**config.mk**
```make
export PLATFORM = sky130hd
export DESIGN_NAME = pool2_sched
export DESIGN_NICKNAME = d
export VERILOG_FILES = /design/src/rtl/pool2_sched.sv
export SDC_FILE = /design/constraint.sdc
export NUM_CORES = 1
export LEC_CHECK = 0
export CELL_PAD_IN_SITES_DETAIL_PLACEMENT = 2
export CELL_PAD_IN_SITES_GLOBAL_PLACEMENT = 2
export CORE_AREA = 8 8 95 97
export CTS_CLUSTER_DIAMETER = 60
export DETAILED_ROUTE_END_ITERATION = 10
export DIE_AREA = 0 0 103 105
export GPL_TIMING_DRIVEN = 0
export PLACE_DENSITY_LB_ADDON = 0.3
export SYNTH_ARGS = -nofsm -noshare
export SYNTH_HDL_FRONTEND = slang
export SYNTH_SLANG_ARGS = --single-unit
```
**constraint.sdc**
```tcl
create_clock -name clk -period 4.6 [get_ports clk]
set_input_delay 1.38 -clock clk [delete_from_list [all_inputs] [get_ports clk]]
set_output_delay 1.38 -clock clk [all_outputs]
set_load 0.005 [all_outputs]
```
**src/rtl/pool2_sched.sv**
```systemverilog
// pool2_sched: layer-2 2x2 max-pool scheduler driving IFM reads, pool strobes, next-layer writes and group handshakes
module pool2_sched #(
  parameter int DATA_WIDTH = 32,
  parameter int IFM_SIZE = 10,
  parameter int IFM_DEPTH = 16,
  parameter int KERNAL_SIZE = 2,
  parameter int NUMBER_OF_UNITS = 3,
  parameter int IFM_SIZE_NEXT = (IFM_SIZE - KERNAL_SIZE) / 2 + 1,
  parameter int NUM_GROUPS = (IFM_DEPTH + NUMBER_OF_UNITS - 1) / NUMBER_OF_UNITS,
  parameter int ADDRESS_SIZE_IFM = $clog2(IFM_SIZE * IFM_SIZE),
  parameter int ADDRESS_SIZE_NEXT_IFM = $clog2(IFM_SIZE_NEXT * IFM_SIZE_NEXT),
  parameter int SEL_WIDTH = $clog2(NUM_GROUPS)
) (
  input  logic                             clk,
  input  logic                             reset,
  input  logic                             start_from_previous,
  output logic                             end_to_previous,
  output logic                             ifm_enable_read_A_current,
  output logic                             ifm_enable_read_B_current,
  output logic [ADDRESS_SIZE_IFM-1:0]      ifm_address_read_A_current,
  output logic [ADDRESS_SIZE_IFM-1:0]      ifm_address_read_B_current,
  output logic                             fifo_enable,
  output logic                             pool_enable,
  input  logic                             end_from_next,
  output logic                             ifm_enable_write_next,
  output logic [ADDRESS_SIZE_NEXT_IFM-1:0] ifm_address_write_next,
  output logic                             start_to_next,
  output logic [SEL_WIDTH-1:0]             ifm_sel_next
);
  localparam int AW = ADDRESS_SIZE_IFM;
  localparam int NW = ADDRESS_SIZE_NEXT_IFM;
  localparam int LAST = IFM_SIZE_NEXT - 1;
  typedef enum logic [1:0] {IDLE, RUN, DRAIN, DONE} state_t;
  state_t state, state_nxt;
  logic [NW-1:0] i, j, ni, nj, wa_p;
  logic col, ncol, d, nd, go, last, pending_start, next_free, wr_p;
  logic [AW-1:0] a_nxt;
  logic [SEL_WIDTH-1:0] group;
  assign go = state == IDLE && (pending_start || start_from_previous) && (next_free || end_from_next);
  assign last = i == NW'(LAST) && j == NW'(LAST) && col;
  assign a_nxt = AW'(ni) * AW'(2 * IFM_SIZE) + AW'({nj, 1'b0}) + AW'(ncol);
  assign ifm_enable_read_A_current = state == RUN;
  assign ifm_enable_read_B_current = state == RUN;
  assign start_to_next = state == DONE;
  assign end_to_previous = state == DONE;
  assign ifm_sel_next = group;
  always_comb begin
    state_nxt = state;
    ni = i;
    nj = j;
    ncol = col;
    nd = d;
    case (state)
      IDLE: if (go) begin
        state_nxt = RUN;
        ni = '0;
        nj = '0;
        ncol = 1'b0;
      end
      RUN: begin
        ncol = ~col;
        nd = 1'b0;
        nj = col ? (j == NW'(LAST) ? '0 : j + NW'(1)) : j;
        ni = col && j == NW'(LAST) ? i + NW'(1) : i;
        state_nxt = last ? DRAIN : RUN;
      end
      DRAIN: begin
        nd = ~d;
        state_nxt = d ? DONE : DRAIN;
      end
      default: state_nxt = IDLE;
    endcase
  end
  always_ff @(posedge clk) begin
    if (reset) begin
      state <= IDLE;
      i <= '0;
      j <= '0;
      col <= 1'b0;
      d <= 1'b0;
      group <= '0;
      pending_start <= 1'b0;
      next_free <= 1'b1;
      ifm_address_read_A_current <= '0;
      ifm_address_read_B_current <= '0;
      fifo_enable <= 1'b0;
      pool_enable <= 1'b0;
      wr_p <= 1'b0;
      wa_p <= '0;
      ifm_enable_write_next <= 1'b0;
      ifm_address_write_next <= '0;
    end else begin
      state <= state_nxt;
      i <= ni;
      j <= nj;
      col <= ncol;
      d <= nd;
      group <= state == DONE ? (group == SEL_WIDTH'(NUM_GROUPS - 1) ? '0 : group + SEL_WIDTH'(1)) : group;
      pending_start <= go ? pending_start && start_from_previous : pending_start || start_from_previous;
      next_free <= end_from_next || (next_free && state != DONE);
      if (state_nxt == RUN) begin
        ifm_address_read_A_current <= a_nxt;
        ifm_address_read_B_current <= a_nxt + AW'(IFM_SIZE);
      end
      fifo_enable <= state == RUN && !col;
      pool_enable <= state == RUN && col;
      wr_p <= state == RUN && col;
      if (state == RUN && col) wa_p <= i * NW'(IFM_SIZE_NEXT) + j;
      ifm_enable_write_next <= wr_p;
      if (wr_p) ifm_address_write_next <= wa_p;
    end
  end
endmodule

```
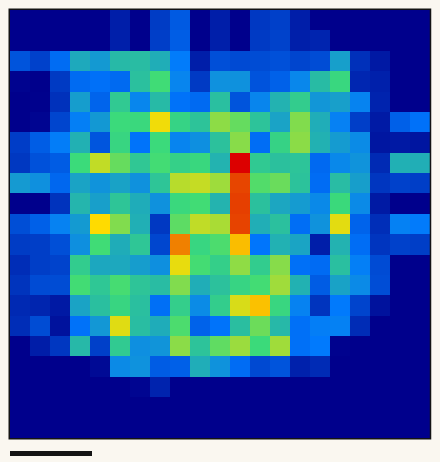
Fig. 1. Wire density map.
Scale bar: 20 um. The die is cut into 21 by 21 equal tiles; dark blue is low, red is high, scaled to the fullest tile. Values are wire area over tile area, all layers added.
11% of the tiles are over half the peak. The densest ninth of the die: center. The emptiest ninth of the die: lower right.

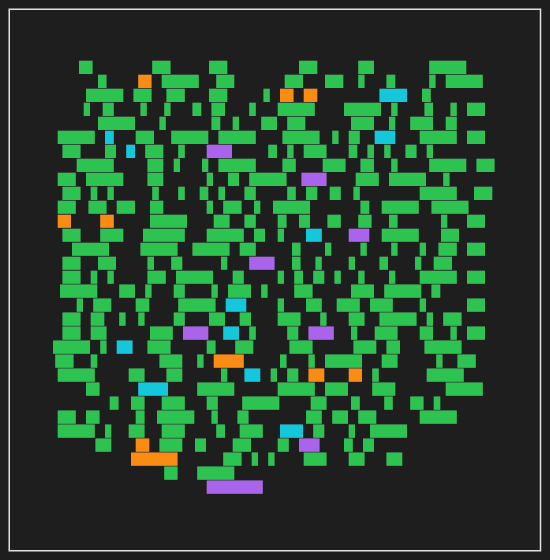
Fig. 2. Sizing map.
Key: cyan = _2 cells [cells 11]; purple = _6 and larger [cells 8]; orange = _3 and _4 cells [cells 10]; green = _0 and _1 cells [cells 285]
Non-clock buffers: 52
final worst slack: 0.3071 ns
cell area after layout: 3104 sq um
area delta synth->final: 26.07%

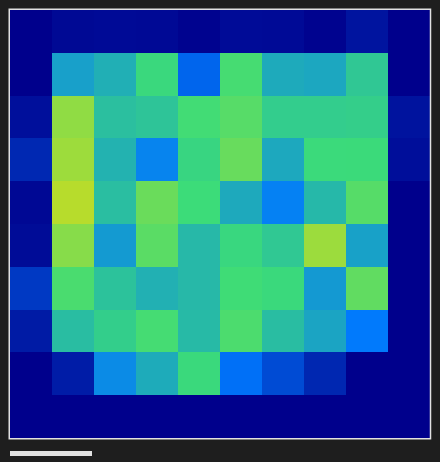
Fig. 3. Cell density map.
Scale bar: 20 um. The die is cut into 10 by 10 equal tiles; dark blue is low, red is high, 0 to 100% covered.
The mean over all tiles is 28%. The emptiest ninth of the die: lower right. The fullest tile reaches 66%. 26% of the tiles are nearly empty. The densest ninth of the die: center.

per-layer routing:
layer	global-route usage (%)	share of wire (%)	vias to the layer above
met5	0	0	-
met4	3.413	1.1	0
met3	3.119	3.1	8
met2	25.88	52	28
met1	15.81	44	1031
li1	-	-	1007
path summary, 6_finish.rpt:
check | end | cells past startpoint
setup reg to reg | ifm_address_read_B_current[6] | 13
setup / recovery | ifm_address_read_B_current[6] | 13
hold / removal | wa_p[0] | 2
hold reg to reg | wa_p[0] | 2
cell type report:
cell class	instances	area, sq um
inverter	13	48.80
buffer	16	88.84
sequential	45	900.9
clock inverter	2	38.79
multi-input combinational	196	1475
clock buffer	6	72.57
fill	878	4423
tap	102	127.6
timing repair buffer	36	351.6
critical path: stages:
cell	delay [ns]
dlygate4sd2_1	0.27
o221ai_2	0.15
o21a_1	0.14
buf_6	0.14
a221o_2	0.42
ha_1	0.19
ha_1	0.27
ha_1	0.32
a21oi_2	0.20
xnor2_2	0.14
xnor3_1	0.26
or4b_1	0.50
o311ai_0	0.10
cell families after synthesis:
family	after synthesis	synth area share, %
AND-OR/OR-AND	47	12.50
AND/OR/NAND/NOR	88	17.43
buffers and inverters	29	5.335
flip-flops	45	36.59
multiplexers	16	6.555
XOR/XNOR	18	6.962
adder cells (fa/ha/maj)	27	14.63
per-stage QoR:
step	setup TNS (ns)	power, mW
finish	0	0.8791
global route	0	0.9221
CTS	0	0.8856
detailed placement	-0.9221	0.5766
global placement	-0.6366	0.5721
floorplan	0	0.5081
registers in the layout, indices dropped and copies added, names as in the netlist:
register,flops
ifm_address_read_A_current,7
ifm_address_read_B_current,6
i,5
ifm_address_write_next,5
j,5
wa_p,5
ifm_sel_next,3
state,2
col,1
d,1
fifo_enable,1
ifm_enable_write_next,1
next_free,1
pending_start,1
wr_p,1
==> results.cfg <==
; generated from flow reports
[pwr]
p_int_uw = 639.9
power_switching_uw = 239.3
p_clk_uw = 307
swShare_pct = 27.22
seq_power_share_pct = 47.7
p_clk_share_pct = 34.9
leakagePower_nw = 1.301
maxPowerGroup = registers
power_density_nw_per_um2 = 283.2

[final_timing]
finalCriticalPeriod_ns = 4.293
timing.final.max_slew_violations = 0
rsz0062_at_grt = no
finalSetupViolations = 0
fin_skew_ns = 0.01123
finalHoldViolCount = 0
slew_headroom_pct = 54.21
fmax_mhz = 232.9
holdWs_ns = 0.4743
min_period_over_period_pct = 93.32

[worst_setup_path]
start_kind = input pin
crit_start = end_from_next
cp-end-kind = register
cp.arrival_ns = 4.49
ff2ff_setup_slack_ns = 0.44

[synthesis]
mappedNetlistArea_sq_um = 2462
yosysMostFrequentCell = dfxtp_1
post_synth.cell_area_avg_sq_um = 9.120
yosys-stat-cells = 270
top_area_share_pct = 36.59
ys_area_sq_um = 2462
synth_cells = 270
ys_seq_share_pct = 36.59
yosysTopAreaCell = dfxtp_1
numSynthFlops = 45
area_leaders = dfxtp_1 37%, ha_1 12%, mux2i_1 6.1%
flop_cell = dfxtp_1
ys_warn_count = 0
edf_count = 0
async_reset_ff_share_pct = 0
synth_nets = 301

[global_routing]
grt_pass1_vias = 2365
grt_usage_pct = 14.11
grt_pass1_wl_um = 11910
grt_antenna_before_repair = 0
grt_max_degree = 15

[routing]
vias_per_cell = 4.986
drc = 0
via_count = 2074
wl_per_cell_um = 17.42
dr.pass1.iters = 4
drt_iter0_drc = 62
routed_wl_um = 7247

[place]
pre_cts_ws_ns = -0.6153
io_buffers = 32
placedInstanceArea_sq_um = 2910
dp_cells = 404
gp_congestion = 0.7592

[final_layout]
antenna_cells = 0
final_layout_top_logic_cells = 45 x dfxtp_1, 32 x nor2_1, 30 x clkdlybuf4s50_1
drive_gt1_share_pct = 9.236
utilization_pct = 41.24
layout.nets = 344

[outcome]
outcome = finished, final reports clean

[clock_tree]
clkTransAtPathRegs_ns = 0.09
htreeDepth = 2
cts_setup_buffers = 1
clockRootBuffer = clkbuf_8
tritoncts = done
cts_resized = 6
clock-sinks = 45
cts_hold_buf = 0
cts_buffers = 5
worstSkewPairLatency_ns = 0.31

[job]
warnings = 31
drv_cap = 0

[die]
ios = 33
core_util_floorplan_pct = 32.71
core-area_sq_um = 7527
die_area_sq_um = 10820
dieHeight_um = 105
die_width_um = 103
rows = 32

[worst_hold_path]
min_from = wa_p[0]
min_path_type = register to register
Power is estimated from default activity; no workload was simulated.
